### Routed metal per tile, run 1

The bar under the picture is 50 microns long. 22 x 22 tiles, from dark blue (low) to red (high), scaled to the fullest tile. Values are wire area over tile area, all layers added.
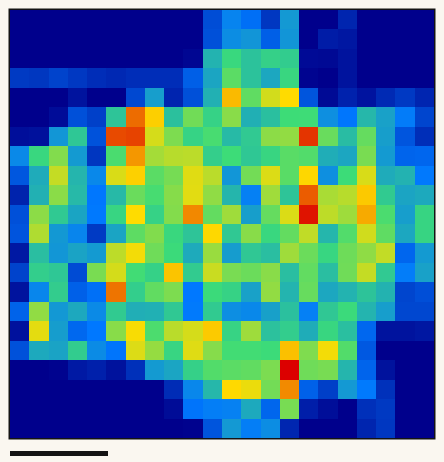
### Cell sizes after repair, run 1

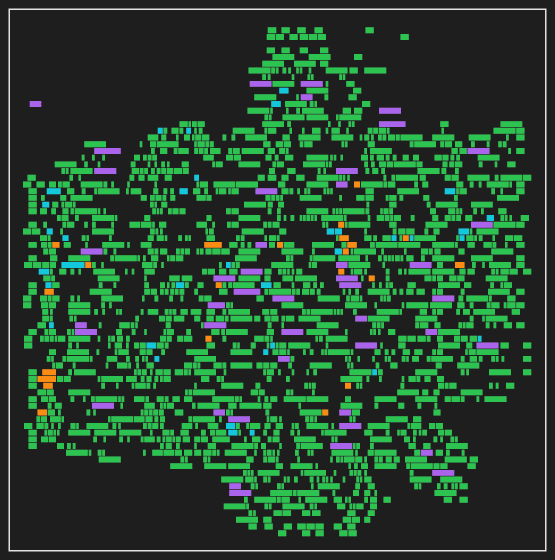
### Cell density map, run 1

The bar under the picture is 50 microns long. 22 x 22 tiles, from dark blue (low) to red (high), 0 to 100% covered.
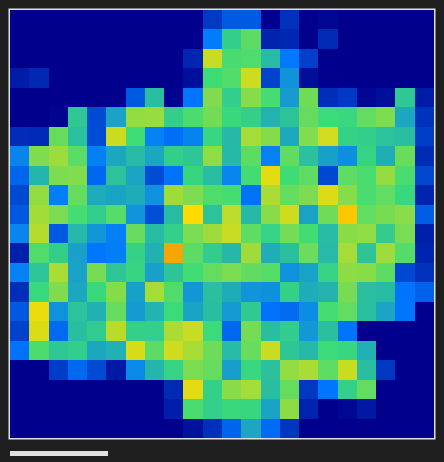
$ cat config.mk
export PLATFORM = sky130hd
export DESIGN_NAME = seq_divider_flat
export DESIGN_NICKNAME = d
export VERILOG_FILES = /design/src/rtl/div_pkg.sv /design/src/rtl/seq_divider_if.sv /design/src/rtl/div_sign_fix.sv /design/src/rtl/seq_divider.sv /design/src/flat_wrapper.sv
export SDC_FILE = /design/constraint.sdc
export NUM_CORES = 1
export LEC_CHECK = 0
export CORE_AREA = 5 5 212 214
export CTS_CLUSTER_DIAMETER = 80
export DETAILED_ROUTE_END_ITERATION = 8
export DIE_AREA = 0 0 217 219
export PLACE_DENSITY = 0.51
export SYNTH_ARGS = -nofsm -noshare
export SYNTH_HDL_FRONTEND = slang
export SYNTH_SLANG_ARGS = --single-unit
export TNS_END_PERCENT = 30
$ cat constraint.sdc
create_clock -name clock -period 7.4 [get_ports clock]
set_input_delay 1.48 -clock clock [delete_from_list [all_inputs] [get_ports clock]]
set_output_delay 1.48 -clock clock [all_outputs]
set_load 0.02 [all_outputs]
$ cat src/rtl/div_pkg.sv
// Shared types and helpers for the sequential radix-2 restoring divider (seq_divider).
package div_pkg;

   typedef enum logic [1:0] {
      S_IDLE  = 2'd0,
      S_BUSY  = 2'd1,
      S_FIXUP = 2'd2
   } div_state_e;

   localparam logic [4:0] DIV_OPCODE = 5'b01111;

   // An operand is treated as negative only in signed mode with its MSB set.
   function automatic logic operand_neg(input logic signed_mode, input logic msb);
      return signed_mode & msb;
   endfunction

endpackage

$ cat src/rtl/seq_divider_if.sv
// Start/done handshake and result bus between the control unit and seq_divider.
interface seq_divider_if #(parameter int WIDTH = 32);
   logic             start;
   logic             signed_mode;
   logic [WIDTH-1:0] dividend;
   logic [WIDTH-1:0] divisor;
   logic             busy;
   logic             done;
   logic [WIDTH-1:0] quotient;
   logic [WIDTH-1:0] remainder;
   logic             div_by_zero;

   modport master (
      output start, signed_mode, dividend, divisor,
      input  busy, done, quotient, remainder, div_by_zero
   );

   modport slave (
      input  start, signed_mode, dividend, divisor,
      output busy, done, quotient, remainder, div_by_zero
   );
endinterface

$ cat src/rtl/div_sign_fix.sv
// Conditional two's-complement negate of two values; used for operand magnitudes
// before the iteration and for applying result signs afterwards.
module div_sign_fix #(parameter int WIDTH = 32) (
   input  logic [WIDTH-1:0] val_a_i,
   input  logic [WIDTH-1:0] val_b_i,
   input  logic             neg_a_i,
   input  logic             neg_b_i,
   output logic [WIDTH-1:0] val_a_o,
   output logic [WIDTH-1:0] val_b_o
);
   // Negating -2^(WIDTH-1) yields the same bit pattern, which is its correct unsigned magnitude.
   assign val_a_o = neg_a_i ? (-val_a_i) : val_a_i;
   assign val_b_o = neg_b_i ? (-val_b_i) : val_b_i;
endmodule

$ cat src/rtl/seq_divider.sv
// Multi-cycle radix-2 restoring divider, signed/unsigned, start/done handshake.
// Optional macro DIV_ZERO_SHORTCUT_EN: a zero divisor skips the iteration (latency 1).
//
//   state   | meaning
//   S_IDLE  | waiting for start; outputs hold last result
//   S_BUSY  | one quotient bit per edge, WIDTH edges
//   S_FIXUP | apply signs / div-by-zero result, pulse done
module seq_divider
   import div_pkg::*;
#(
   parameter int WIDTH = 32
) (
   input  logic          clock,
   input  logic          clear,
   seq_divider_if.slave  bus
);
   localparam int CNT_W = $clog2(WIDTH + 1);

   div_state_e       state_q, state_d;
   logic [CNT_W-1:0] cnt_q, cnt_d;
   logic [WIDTH-1:0] rem_q, rem_d;
   logic [WIDTH-1:0] quo_q, quo_d;
   logic [WIDTH-1:0] dvs_q, dvs_d;
   logic [WIDTH-1:0] dvd_q, dvd_d;
   logic             negq_q, negq_d;
   logic             negr_q, negr_d;
   logic             zero_q, zero_d;
   logic [WIDTH-1:0] quot_out_q, quot_out_d;
   logic [WIDTH-1:0] rem_out_q, rem_out_d;
   logic             done_q, done_d;
   logic             dbz_q, dbz_d;

   logic             dvd_neg, dvs_neg;
   logic [WIDTH-1:0] dvd_mag, dvs_mag;
   logic [WIDTH-1:0] quo_fix, rem_fix;
   logic [WIDTH:0]   rem_sh, rem_diff;

   assign dvd_neg = operand_neg(bus.signed_mode, bus.dividend[WIDTH-1]);
   assign dvs_neg = operand_neg(bus.signed_mode, bus.divisor[WIDTH-1]);

   div_sign_fix #(.WIDTH(WIDTH)) u_pre (
      .val_a_i (bus.dividend),
      .val_b_i (bus.divisor),
      .neg_a_i (dvd_neg),
      .neg_b_i (dvs_neg),
      .val_a_o (dvd_mag),
      .val_b_o (dvs_mag)
   );

   div_sign_fix #(.WIDTH(WIDTH)) u_post (
      .val_a_i (quo_q),
      .val_b_i (rem_q),
      .neg_a_i (negq_q),
      .neg_b_i (negr_q),
      .val_a_o (quo_fix),
      .val_b_o (rem_fix)
   );

   // WIDTH+1-bit partial remainder so the subtract borrow lands in the MSB.
   assign rem_sh   = {rem_q, quo_q[WIDTH-1]};
   assign rem_diff = rem_sh - {1'b0, dvs_q};

   always_comb begin
      state_d    = state_q;
      cnt_d      = cnt_q;
      rem_d      = rem_q;
      quo_d      = quo_q;
      dvs_d      = dvs_q;
      dvd_d      = dvd_q;
      negq_d     = negq_q;
      negr_d     = negr_q;
      zero_d     = zero_q;
      quot_out_d = quot_out_q;
      rem_out_d  = rem_out_q;
      done_d     = 1'b0;
      dbz_d      = dbz_q;
      case (state_q)
         S_IDLE: begin
            if (bus.start) begin
               dvd_d   = bus.dividend;
               dvs_d   = dvs_mag;
               quo_d   = dvd_mag;
               rem_d   = '0;
               negq_d  = dvd_neg ^ dvs_neg;
               negr_d  = dvd_neg;
               zero_d  = (bus.divisor == '0);
               cnt_d   = CNT_W'(WIDTH);
               dbz_d   = 1'b0;
               state_d = S_BUSY;
`ifdef DIV_ZERO_SHORTCUT_EN
               if (bus.divisor == '0) state_d = S_FIXUP;
`endif
            end
         end
         S_BUSY: begin
            if (!rem_diff[WIDTH]) begin
               rem_d = rem_diff[WIDTH-1:0];
               quo_d = {quo_q[WIDTH-2:0], 1'b1};
            end else begin
               rem_d = rem_sh[WIDTH-1:0];
               quo_d = {quo_q[WIDTH-2:0], 1'b0};
            end
            cnt_d = cnt_q - CNT_W'(1);
            if (cnt_q == CNT_W'(1)) state_d = S_FIXUP;
         end
         S_FIXUP: begin
            if (zero_q) begin
               quot_out_d = '1;
               rem_out_d  = dvd_q;
               dbz_d      = 1'b1;
            end else begin
               quot_out_d = quo_fix;
               rem_out_d  = rem_fix;
               dbz_d      = 1'b0;
            end
            done_d  = 1'b1;
            state_d = S_IDLE;
         end
         default: state_d = S_IDLE;
      endcase
   end

   always_ff @(posedge clock or negedge clear) begin
      if (!clear) begin
         state_q    <= S_IDLE;
         cnt_q      <= '0;
         rem_q      <= '0;
         quo_q      <= '0;
         dvs_q      <= '0;
         dvd_q      <= '0;
         negq_q     <= 1'b0;
         negr_q     <= 1'b0;
         zero_q     <= 1'b0;
         quot_out_q <= '0;
         rem_out_q  <= '0;
         done_q     <= 1'b0;
         dbz_q      <= 1'b0;
      end else begin
         state_q    <= state_d;
         cnt_q      <= cnt_d;
         rem_q      <= rem_d;
         quo_q      <= quo_d;
         dvs_q      <= dvs_d;
         dvd_q      <= dvd_d;
         negq_q     <= negq_d;
         negr_q     <= negr_d;
         zero_q     <= zero_d;
         quot_out_q <= quot_out_d;
         rem_out_q  <= rem_out_d;
         done_q     <= done_d;
         dbz_q      <= dbz_d;
      end
   end

   assign bus.busy        = (state_q != S_IDLE);
   assign bus.done        = done_q;
   assign bus.quotient    = quot_out_q;
   assign bus.remainder   = rem_out_q;
   assign bus.div_by_zero = dbz_q;

endmodule

$ cat src/flat_wrapper.sv
// flat-port wrapper written by rule: the top's interface ports become plain ports
module seq_divider_flat import div_pkg::*;
#(
   parameter int WIDTH = 32
)
  (clock, clear, bus_start, bus_signed_mode, bus_dividend, bus_divisor, bus_busy, bus_done, bus_quotient, bus_remainder, bus_div_by_zero);
  seq_divider_if #(.WIDTH(WIDTH)) bus_i ();
  input  logic clock;
  input  logic clear;
  input wire logic [$bits(bus_i.start)-1:0] bus_start;
  input wire logic [$bits(bus_i.signed_mode)-1:0] bus_signed_mode;
  input wire logic [$bits(bus_i.dividend)-1:0] bus_dividend;
  input wire logic [$bits(bus_i.divisor)-1:0] bus_divisor;
  output wire logic [$bits(bus_i.busy)-1:0] bus_busy;
  output wire logic [$bits(bus_i.done)-1:0] bus_done;
  output wire logic [$bits(bus_i.quotient)-1:0] bus_quotient;
  output wire logic [$bits(bus_i.remainder)-1:0] bus_remainder;
  output wire logic [$bits(bus_i.div_by_zero)-1:0] bus_div_by_zero;
  assign bus_i.start = bus_start;
  assign bus_i.signed_mode = bus_signed_mode;
  assign bus_i.dividend = bus_dividend;
  assign bus_i.divisor = bus_divisor;
  assign bus_busy = bus_i.busy;
  assign bus_done = bus_i.done;
  assign bus_quotient = bus_i.quotient;
  assign bus_remainder = bus_i.remainder;
  assign bus_div_by_zero = bus_i.div_by_zero;
  seq_divider #(.WIDTH(WIDTH)) u_core (.clock(clock), .clear(clear), .bus(bus_i));
endmodule
==> job_summary.md, run 1 <==
### Metrics collected by this job

| Metric | Value |
|---|---|
| Outcome | finished clean |
| Syn Nets | 1580 |
| Die area | 47500 sq um |
| Slew Limit Fails | 0 |
| Final worst path period share | 57.2% |
| Setup WS post-layout | 3.17 ns |
| Final Critical Period | 4.23 ns |
| Fin nets | 1672 |
| Top cells by area | dfrtp_1, nand2_1, o21ai_0, xor2_1, a21oi_1 |
| Logic pwr share | 51.3% |
| CP max stage delay | 0.70 ns |
| Crit path depth | 12 |
| Vias per cell | 5.01 |
| CTS H-tree depth | 1 |
| Fin area | 15400 sq um |
| Hold Crit Class | flop to flop |
| Startpoint Class | flop |
| CTS-repair resized insts | 0 |
| Final Hold Viols | 0 |
| Clk buf depth | 3 |
| Worst Skew | 0.0278 ns |
| Initial antenna violation count | 0 |
| Syn Inst Count | 1473 |
| Worst IR Drop VDD | 173 uV |
| Post-synth EDFFs | 0 |
| Logic power comb | 0.00370 W |
## Picture notes: 'Routed metal per tile'
densest ninth of the die: centre
fullest tile: 0.36
nearly empty tiles: 21%
emptiest ninth of the die: upper left

## Picture notes: 'Cell sizes after repair'
[drive 3 to 4] orange | cells: 22 | share: 1.4% | most used: buf_4
[drive 1 or less] green | cells: 1484 | share: 94% | most used: nand2_1
[drive 2] cyan | cells: 35 | share: 2.2% | most used: or2_2
[drive 6 and up] purple | cells: 44 | share: 2.8% | most used: clkbuf_16

## Picture notes: 'Cell density map'
densest ninth of the die: centre
nearly empty tiles: 26%
tiles over 75% full: 0.60%
emptiest ninth of the die: upper left

run 1: metal layers:
layer,track usage [%],up-vias,part of all wire [%]
met5,0,-,0
met1,21.6,5058,50
li1,-,5374,-
met2,24.1,203,45
met4,2.80,0,1.7
met3,1.68,38,3.4
run 1: worst paths after layout:
check | slack (ns) | from | end
worst max-delay path | 3.17 | u_core.quo_q[31] | u_core.rem_q[1]
worst min-delay path | 0.47 | u_core.dvs_q[5] | u_core.dvs_q[5]
max in group asynchronous | 5.10 | clear | u_core.state_q[0]
min in group asynchronous | 1.07 | clear | u_core.dvs_q[27]
worst max register to register | 3.17 | u_core.quo_q[31] | u_core.rem_q[1]
worst min register to register | 0.47 | u_core.dvs_q[5] | u_core.dvs_q[5]
run 1: layout make-up:
class,count,area (sq um)
tap,546,683
timing repair buffer,145,1430
fill,4425,27300
multi-input combinational,1128,6960
inverter,58,218
clock inverter,7,128
clock buffer,42,852
sequential,205,5130
run 1: state kept, by name, indices dropped and copies added (netlist names), 2 cells and up:
register / cells
u_core.dvs_q: 32
u_core.quo_q: 32
u_core.bus.remainder: 32
u_core.state_q: 2
u_core.cnt_q: 6
u_core.bus.quotient: 32
u_core.rem_q: 32
u_core.dvd_q: 32
run 1: cells by family (layout without fill, tap and decap cells):
| group | Yosys count | count (layout) | share of synthesized area (%) |
|---|---|---|---|
| simple gates | 485 | 485 | 17.6 |
| compound gates | 423 | 423 | 20.3 |
| flops | 205 | 205 | 40.7 |
| xor+xnor | 141 | 141 | 9.79 |
| buf+inv | 140 | 252 | 4.48 |
| mux | 40 | 40 | 3.22 |
| fa+ha+maj | 39 | 39 | 3.93 |
==> run 2, diff against run 1 <==
Clock period 7.4 ns to 4.4 ns, I/O delays scaled along.
### Cell sizes after repair, run 2

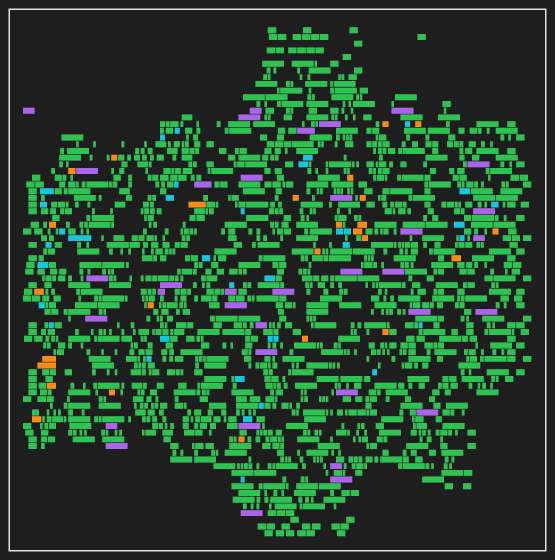
[drive 3 to 4] orange | cells: 26 | share: 1.6% | most used: buf_4
[drive 6 and up] purple | cells: 35 | share: 2.2% | most used: clkbuf_16
[drive 1 or less] green | cells: 1486 | share: 94% | most used: nand2_1
[drive 2] cyan | cells: 36 | share: 2.3% | most used: or2_2

### Placed cells, one colour a class, run 2

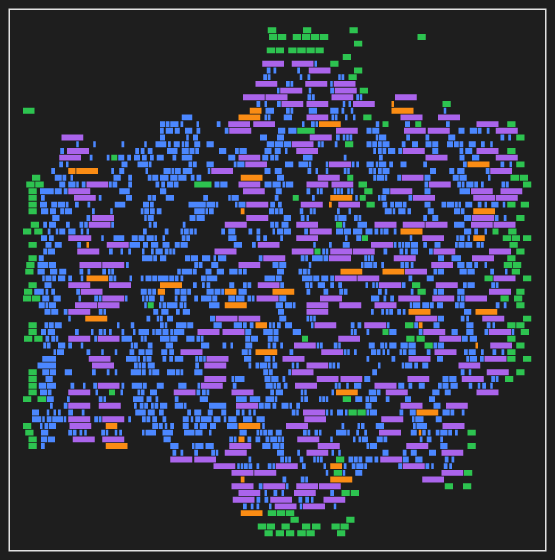
[clock drivers and dummy loads] orange | cells: 42 | share of their area: 5.3%
[all other logic] blue | cells: 1186 | share of their area: 49%
[flops] purple | cells: 205 | share of their area: 35%
[other buffers and delay cells] green | cells: 150 | share of their area: 10%

### Routed metal per tile, run 2

The bar under the picture is 50 microns long. 22 x 22 tiles, from dark blue (low) to red (high), scaled to the fullest tile. Values are wire area over tile area, all layers added.
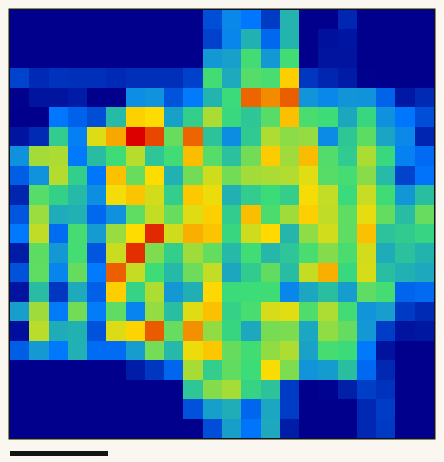
emptiest ninth of the die: upper left
mean over tiles: 0.12
nearly empty tiles: 22%
tiles over half the peak: 33%

==> run 2 against run 1 <==
Wire length decreased by 0.71%. Area after synthesis unchanged. Cell count unchanged. Final area decreased by 0.94%. Maximum frequency increased by 20%. Flip-flop count unchanged. Combinational power increased by about 70%. Largest cell class unchanged. Largest power group unchanged. Worst setup slack got worse by 2.3 ns. Synthesized cell count unchanged. Critical endpoint is now u_core.rem_q[19].
==> job_summary.md, run 2 <==
### Metrics collected by this job

| Metric | Value |
|---|---|
| Post-CTS setup buffer count | 0 |
| Final std cells w/o fill | 2131 |
| Clk buf depth | 3 (unchanged) |
| Synthesis Warnings | 0 |
| Outcome | finished clean |
| Dominant logic cell type in the layout | nand2_1 |
| Final Hold Viols | 0 (unchanged) |
| RePlAce Congestion | 0.852 |
| CTS tree | built |
| Synthesized flop and latch total | 205 |
| GRT Overall Usage | 14.8% |
| Fraction of power consumed by sequential logic | 30.2% |
| Die area | 47500 sq um (unchanged) |
| Vias per cell | 4.96 (-0.91%) |
| Critical Path RT | 4.86 ns |
| Dpl cells | 2087 |
| Post-synth EDFFs | 0 (unchanged) |
| CP max stage delay | 0.64 ns (-0.06 ns) |
| Top cells by area | dfrtp_1, nand2_1, o21ai_0, xor2_1, a21oi_1 |
| Final worst path period share | 79.9% (+23 points) |
| RSZ-0062 raised after global routing | no |
| Hold Crit Class | input port to async pin |
| Seq share, synth | 40.7% |
| Die Span X | 217 microns |
| Vias in the first global route | 10400 |
| Worst IR Drop VDD | 454 uV (+160%) |
| Clk pin slew, worst setup/hold paths | 0.06 ns |
| Fin nets | 1675 (+0.18%) |
| CTS H-tree depth | 1 (unchanged) |
| Logic pwr share | 53.4% (+2.1 points) |
| Startpoint Class | flop |
| CTS-repair resized insts | 0 (unchanged) |
| Final Critical Period | 3.52 ns (-0.714 ns) |
| FILL cells | 4422 (-0.068%) |
| Setup WS post-layout | 0.884 ns (-2.29 ns) |
| Setup Viol. Count Final | 0 |
| First-pass GRT wire length | 58100 microns |
| Crit-path max FO | 35 |
| Detailed placement HPWL | 26600 microns |
| Worst Skew | 0.0117 ns (-0.0160 ns) |
| Syn Inst Count | 1473 (unchanged) |
| Fin area | 15200 sq um (-0.94%) |
| Syn Nets | 1580 (unchanged) |
| Slew Limit Fails | 0 (unchanged) |
| Initial antenna violation count | 2 (+2) |
run 2: cell counts after synthesis:
Identical to the previous run, type by type.
run 2: final cells by class:
type	instances	area, sq um	share of cell area [%]
Antenna cell	2	5.00	0.0328
Clock buffer	36	727	4.77
Inverter	58	218	1.43
Clock inverter	6	40.0	0.263
Tap cell	546	683	4.48
Multi-Input combinational cell	1128	6960	45.6
Timing Repair Buffer	150	1490	9.77
Sequential cell	205	5130	33.6
run 2: power by group through the flow:
stage	sequential [W]	combinational, W	clock (W)
after CTS	0.00356	0.00635	0.00201
after global routing	0.00369	0.00714	0.00207
after detailed placement	0.00358	0.00632	0
final	0.00356	0.00630	0.00194
after global placement	0.00355	0.00627	0
after floorplan	0.00340	0.00465	0
run 2: path summary, 6_finish.rpt:
| kind | startpoint | endpoint | slack (ns) | cells past startpoint |
|---|---|---|---|---|
| max | u_core.rem_q[14] | u_core.rem_q[19] | 0.88 | 10 |
| min | clear | u_core.dvs_q[28] | 0.42 | 1 |
| max reg2reg | u_core.rem_q[14] | u_core.rem_q[19] | 0.88 | 10 |
| min reg2reg | u_core.dvs_q[22] | u_core.dvs_q[22] | 0.47 | 2 |
| max in group asynchronous | clear | u_core.zero_q | 3.02 | 2 |
| min in group clock | u_core.dvs_q[22] | u_core.dvs_q[22] | 0.47 | 2 |
run 2: cells by family after synthesis:
kind of cell | share of synthesized area, %
muxes | 3.22
AOI/OAI and AO/OA | 20.3
xor gates and xnor gates | 9.79
and+or+nand+nor | 17.6
buffers and inverters | 4.48
DFF | 40.7
adders and majority gates | 3.93
run 2: routing by layer:
metal / vias up / track usage, % / part of all wire, %
li1: 5366 / - / -
met5: - / 0 / 0
met3: 39 / 1.96 / 3.4
met4: 0 / 3.16 / 2.1
met1: 4984 / 21.6 / 50
met2: 187 / 23.7 / 45
Power figures rest on the tool's default switching activity, not on a simulated workload.
